Design swan64_key_sched_ctrl, sky130hd; sources not shown.
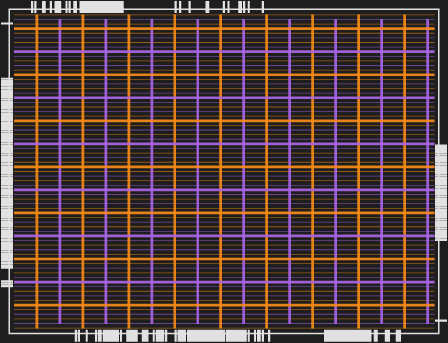
**Above:** run 1 (PDN straps and rails).
Pins as bars on the die edge.
[purple] VDD
[orange] VSS
rows: 68
met1 rails: 69
Die Y: 191 um
Max VDD drop: 0.608 mV

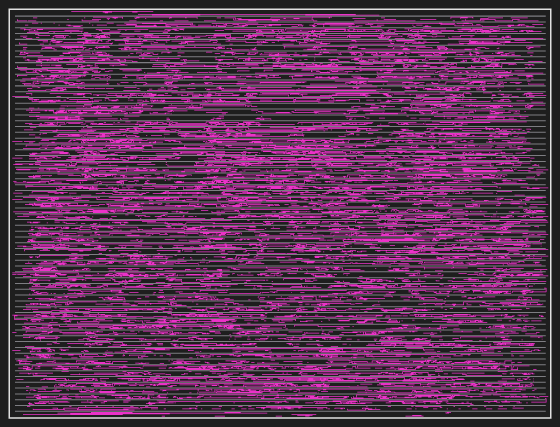
**Above:** run 1 (signal wires on met1).
Supply wires on this layer in gray.
longest straight run: 112 um
nets with wire on the layer: 2810
main direction: horizontal
met1 Usage GRT: 42.4%
total wire length: 73500 um
vias: 17900

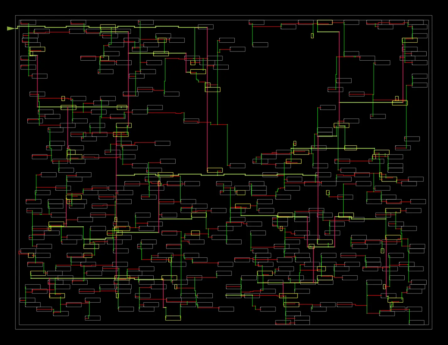
**Above:** run 1 (clock wiring as the flow saved it).
worst skew pair latency: 0.58 ns
TritonCTS Buffers: 40

==> flow_summary.toml, run 1 <==
# flow metrics
[final_timing]
whs_ns = 0.481
finalSetupViolCount = 0
finalMaxSlewViolations = 0
period_needed_ns = 3.20
rsz0062_at_grt = "yes"
finalClockSkew_ns = 0.0158
finalHoldViolCount = 0
period_used_pct = 96.9
tightest_slew_ns = 0.999
max_slew_margin_pct = 33.2
fmax_mhz = 313

[finish]
areaGrowthSynthToFinish_pct = 35.5
layout_top_cells = "nand2_1, dfrtp_1, o21ai_0, inv_1, clkdlybuf4s50_1"
drive_gt1_share_pct = 22.3
fin_nets = 3034
largest_reg_flops = 256
lay_top_count = "nand2_1"

[synth]
ys_sh_mux_pct = 0
async_flop_share_pct = 100
edf_count = 0
postSynthSeqShare_pct = 43.8
top_area_cell = "dfrtp_1"
yosys_register_bits = 333
simple_gate_area_share_pct = 16.5
logic_family = "AND-OR/OR-AND gates"
synth-cells-yosys = 2323
avgSynthCellArea_um2 = 8.19
synthTopCellsByCount = "nand2_1, o21ai_0, dfrtp_1"
yosys-stat-area_um2 = 19000
ys_sh_aoi_pct = 24.8
synthAdderAreaFrac_pct = 2.80
synth.most_common_cell = "nand2_1"
flop_cell = "dfrtp_1"
top_area_share_pct = 43.8
xor_area_share_pct = 1.61
fp_nets = 2626
topCellsByArea = "dfrtp_1, nand2_1, o22ai_2"
ys_types = 48
synth_area_um2 = 19000
synth_cells = 2323
synth_warnings = 0

[power]
seqPwrFrac_pct = 31.2
p_per_area_nw_per_um2 = 620
p_switching_w = 0.00666
swShare_pct = 41.7
internal_power_w = 0.00932
pwr-share-clk_pct = 27.7
p_total_w = 0.0160
combPwrFrac_pct = 41.0
p_leak_nw = 11.5

[cts]
clock-sinks = 333
htreeDepth = 2
cts_root_buf = "clkbuf_16"
clockBufferDepth = 3
cts_tree = "done"
clk_pin_slew_ns = 0.07

[grt]
grt_pass1_vias = 19000
grt_pass1_wl_um = 111000
grt_overflow = 0
grt_max_degree = 167
antenna_found_initial = 18
track_usage_pct = 30.3
grt-busiest-layer = "met2"
grt_util_met3_pct = 6.10
grt_use_met2_pct = 48.1

[routing]
avgViaCountPerCell = 5.33
wire_per_inst_um = 21.8
first_iter_violations = 1137
drc = 0
dr.pass1.iters = 5
ant_nets = 0

[place]
globalplace.congestion = 0.888
place.port_buffers = 304
hpwl_um = 54800

[critical_path]
worst-path-buf-inv = 2
cpMostUsedCell = "nand2_1"
crit_chain = "ha_2 -> nand2_2 -> nand2_1 -> nand2_2 -> nand2_4 -> nand2_4 -> nand2_2 -> o21ai_2 -> xor2_1 -> buf_4 -> ha_1 -> nand2_1 -> nand2_1 -> o21bai_1 -> a21oi_2 -> buf_4 -> nand2_1 -> nand2_1 -> nand2_1 -> nor2_1 -> o21ai_0"
cp_top_family = "simple AND/OR/NAND/NOR gates"
arrival_ns = 3.65
worstSetupPathDepth = 21
critical_path.max_fanout = 4
crit_type = "flop to flop"
cp_slowest_cell = "dfrtp_1"
reg2reg_depth = 21
crit_path_end_kind = "flop"
r2r_slack_ns = 0.10
crit_path_max_incr_delay_ns = 0.39
crit_required_ns = 3.76
start_kind = "flop"

[outcome]
status = "completed"

[floorplan]
ios = 305
chipArea_um2 = 48200
die_w_um = 253
std_cell_rows = 68
fp_util_pct = 41.4
core_um2 = 45900

[hold_path]
hold_path_class = "flop to flop"
min_path_cells = 2

[flow_run]
maxCapViolations = 0
warnings = 44
==> run 1: power groups by stage <==
| stage | sequential (W) | combinational [W] | clock, W |
|---|---|---|---|
| floorplan | 0.00627 | 0.00252 | 0 |
| global placement | 0.00503 | 0.00594 | 0 |
| detailed placement | 0.00505 | 0.00604 | 0 |
| CTS | 0.00499 | 0.00621 | 0.00451 |
| global route | 0.00505 | 0.00701 | 0.00466 |
| finish | 0.00499 | 0.00656 | 0.00443 |
==> run 1: tightest hold or removal path: cells and delay by family (launching register included) <==
family	cells	cell delay (ns)
flip-flops	1	0.34
AND/OR/NAND/NOR	2	0.10
==> run 1: cell type report <==
class / instances / area, um^2
fillers: 5413 / 20200
multi-input cells: 1534 / 9580
flip-flops and latches: 333 / 8330
repair buffers: 491 / 4580
inverters: 331 / 1250
clock buffers: 58 / 1140
well taps: 595 / 744
clock inverters: 15 / 140
diodes: 9 / 22.5
==> run 1: through the flow <==
stage / cells / setup TNS (ns) / instance area, um^2 / utilization (%) / worst slack [ns]
after floorplan: 2323 / 0 / 19000 / - / 0.321
after global placement: 3256 / -1.44 / 23400 / 51.0 / -0.173
after detailed placement: 3256 / -5.45 / 23400 / 51.0 / -0.305
after CTS: 3341 / -0.0156 / 25000 / 54.5 / -0.0156
after global routing: 3360 / -0.704 / 25800 / 56.1 / -0.0785
final: 3366 / 0 / 25800 / 56.1 / 0.101
==> run 1: repair_timing <==
item,CTS,global route
endpoints found under the setup margin,34,44
pin swaps,19,48
resized,63,146
hold buffers,1,0
setup buffers,11,17
endpoints found under the hold margin,9,0
==> run 1: per-layer routing <==
layer,part of all wire [%],vias to the layer above
met1,47,8980
met5,0.10,-
met2,45,391
met4,2.1,12
li1,-,8470
met3,5.8,92
==> run 1 -> run 2 <==
--- a/config.mk
+++ b/config.mk
@@ -11,7 +11,9 @@
 export CORE_ASPECT_RATIO = 0.75
 export CORE_MARGIN = 2
 export CORE_UTILIZATION = 41
+export CTS_CLUSTER_SIZE = 14
 export DETAILED_ROUTE_END_ITERATION = 12
+export GPL_TIMING_DRIVEN = 0
 export PLACE_DENSITY_LB_ADDON = 0.1
 export SLEW_MARGIN = 25
 export SYNTH_ARGS = -nofsm -noshare
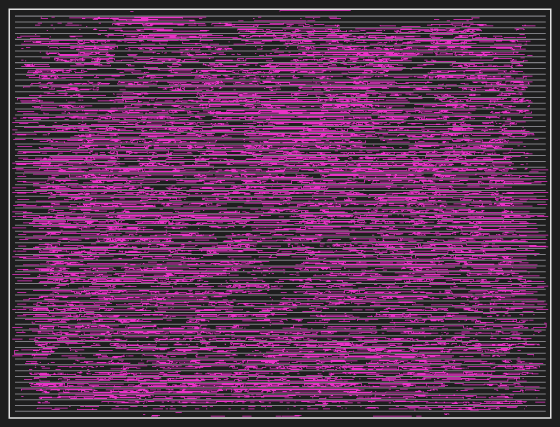
**Above:** run 2 (signal wires on met1).
Supply wires on this layer in gray.
met1 Usage GRT: 47.9%
vias: 18500

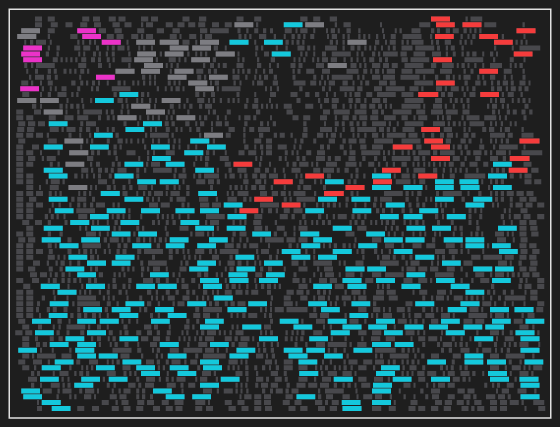
**Above:** run 2 (where the registers sit).
Other sequential cells in the stronger gray, the rest of the logic in the fainter gray.
[cyan] key_r | flops: 256
[red] delta_r | flops: 32
[magenta] sk_round | flops: 8 | where: top left
not colored: 37
sequential power: 0.00501 W
Final Util: 55.6%

==> flow_summary.toml, run 2 <==
# flow metrics
[synth]
fp_nets = 2626
flop_cell = "dfrtp_1"
top_area_cell = "dfrtp_1"
synth_warnings = 0
postSynthSeqShare_pct = 43.8
ys_types = 48
synth.most_common_cell = "nand2_1"
yosys-stat-area_um2 = 19000
avgSynthCellArea_um2 = 8.19
topCellsByArea = "dfrtp_1, nand2_1, o22ai_2"
yosys_register_bits = 333
edf_count = 0
async_flop_share_pct = 100
synth_cells = 2323
synth-cells-yosys = 2323
top_area_share_pct = 43.8
synth_area_um2 = 19000
synthTopCellsByCount = "nand2_1, o21ai_0, dfrtp_1"

[critical_path]
crit_path_max_incr_delay_ns = 0.40
crit_path_end_kind = "flop"
cpMostUsedCell = "nand2_2"
start_kind = "flop"
cp_slowest_cell = "dfrtp_1"
crit_chain = "ha_2 -> nand2_2 -> nand2_2 -> nand2_4 -> nand2_8 -> nand2_8 -> nand2_8 -> a21oi_4 -> nand2_2 -> nand2_2 -> nand2_2 -> and2_4 -> ha_4 -> nand2_2 -> o21ai_2 -> a21oi_2 -> buf_4 -> nand3_1 -> nand2_1 -> nor2_1 -> o21ai_1"
r2r_slack_ns = -0.004
crit_required_ns = 3.72
arrival_ns = 3.73
crit_type = "flop to flop"
reg2reg_depth = 21
critical_path.max_fanout = 4

[hold_path]
min_path_cells = 2
hold_path_class = "flop to flop"

[power]
p_leak_nw = 11.0
p_per_area_nw_per_um2 = 620
p_total_w = 0.0158
ir_drop_mv = 0.565

[final_timing]
finalSetupViolCount = 1
finalClockSkew_ns = 0.0192
period_used_pct = 100
finalHoldViolCount = 0
max_slew_margin_pct = 30.2
rsz0062_at_grt = "yes"
whs_ns = 0.490
timing.final.ws_setup_ns = -0.00425
finalMaxSlewViolations = 0
fmax_mhz = 303
tightest_slew_ns = 1.04
period_needed_ns = 3.30

[place]
placed_cell_area_um2 = 22900
globalplace.congestion = 0.901
placed_cells = 3225
hpwl_um = 60300
place.port_buffers = 304

[flow_run]
maxCapViolations = 0
warnings = 35

[routing]
drt-met1-wl_um = 37300
wirelength_um = 78000
top_layer = "met4"
met3_length_um = 4600
first_iter_violations = 1384
wl_met2_um = 35000
dr.pass1.iters = 5
ant_nets = 0
wire_per_inst_um = 23.5
avgViaCountPerCell = 5.58
drc = 0

[finish]
drive_gt1_share_pct = 19.1
fin_nets = 3004
lay_top_count = "nand2_1"
final_cells = 3322
largest_reg_flops = 256
areaGrowthSynthToFinish_pct = 34.3
finalInstanceArea_um2 = 25500
layout_top_cells = "nand2_1, dfrtp_1, o21ai_0, inv_1, clkdlybuf4s50_1"
fillers = 5376

[cts]
clk-insertion-delay-late_ns = 0.55
htreeDepth = 2
cts_root_buf = "clkbuf_16"
clk_pin_slew_ns = 0.06
cts_tree = "done"
cts_buffers = 38
clockBufferDepth = 3
clock-sinks = 333

[floorplan]
chipArea_um2 = 48200
fp.dieH_um = 191
ios = 305
fp_util_pct = 41.4
core_um2 = 45900
die_w_um = 253
std_cell_rows = 68

[grt]
grt_pass1_vias = 19600
grt_overflow = 0
track_usage_pct = 32.0
grt_pass1_wl_um = 116000
grt_max_degree = 90
antenna_found_initial = 5

[outcome]
status = "finished with violations"
violations = "negative setup slack"
run 2: cells by family after synthesis:
group | synth area share, %
and+or+nand+nor | 16.5
AOI/OAI and AO/OA | 24.8
buffers and inverters | 10.4
DFF | 43.8
adders and majority gates | 2.80
xor gates and xnor gates | 1.61
run 2: stage by stage:
stage	setup slack, ns	setup TNS [ns]
finish	-0.00425	-0.00425
global route	-0.146	-1.96
CTS	-0.00862	-0.00956
detailed placement	-0.835	-19.48
global placement	-13.40	-4460.49
floorplan	0.321	0
run 2: what timing repair did:
item                                    in CTS  in global routing
hold buffers                                 1                  0
pin swaps                                   29                 55
gates resized                              133                149
gates cloned                                 0                  0
endpoints found under the setup margin      41                 44
buffers inserted                            11                 20
endpoints found under the hold margin       71                  0
run 2: layout make-up:
cell class	instances	area (um^2)	share of cell area [%]
Antenna cell	4	10.0	0.0392
Sequential cell	333	8340	32.6
Inverter	331	1250	4.89
Multi-Input combinational cell	1534	9850	38.6
Timing Repair Buffer	339	3400	13.3
Clock inverter	9	115	0.451
Clock buffer	53	1100	4.30
Tap cell	595	744	2.91
Buffer	124	737	2.88
run 2: per-layer routing:
layer / global-route usage (%) / vias to the layer above
met2: 49.9 / 549
met4: 5.48 / 0
met5: 0 / -
met1: 47.9 / 9492
li1: - / 8417
met3: 4.30 / 72
run 2: report_power, final:
part / total (W) / internal (W) / switching, W
Clock: 0.00426 / 0.00247 / 0.00180
Sequential: 0.00501 / 0.00465 / 0.000352
Combinational: 0.00657 / 0.00204 / 0.00453
Total: 0.0158 / 0.00916 / 0.00668
run 2: critical path: cells and delay by family, from the launching register on:
kind	cells	cell delay (ns)
adder cells (fa/ha/maj)	2	0.49
flip-flops	1	0.40
buffers and inverters	1	0.14
AND/OR/NAND/NOR	14	1.51
AND-OR/OR-AND	4	0.62
Power is estimated from default activity; no workload was simulated.
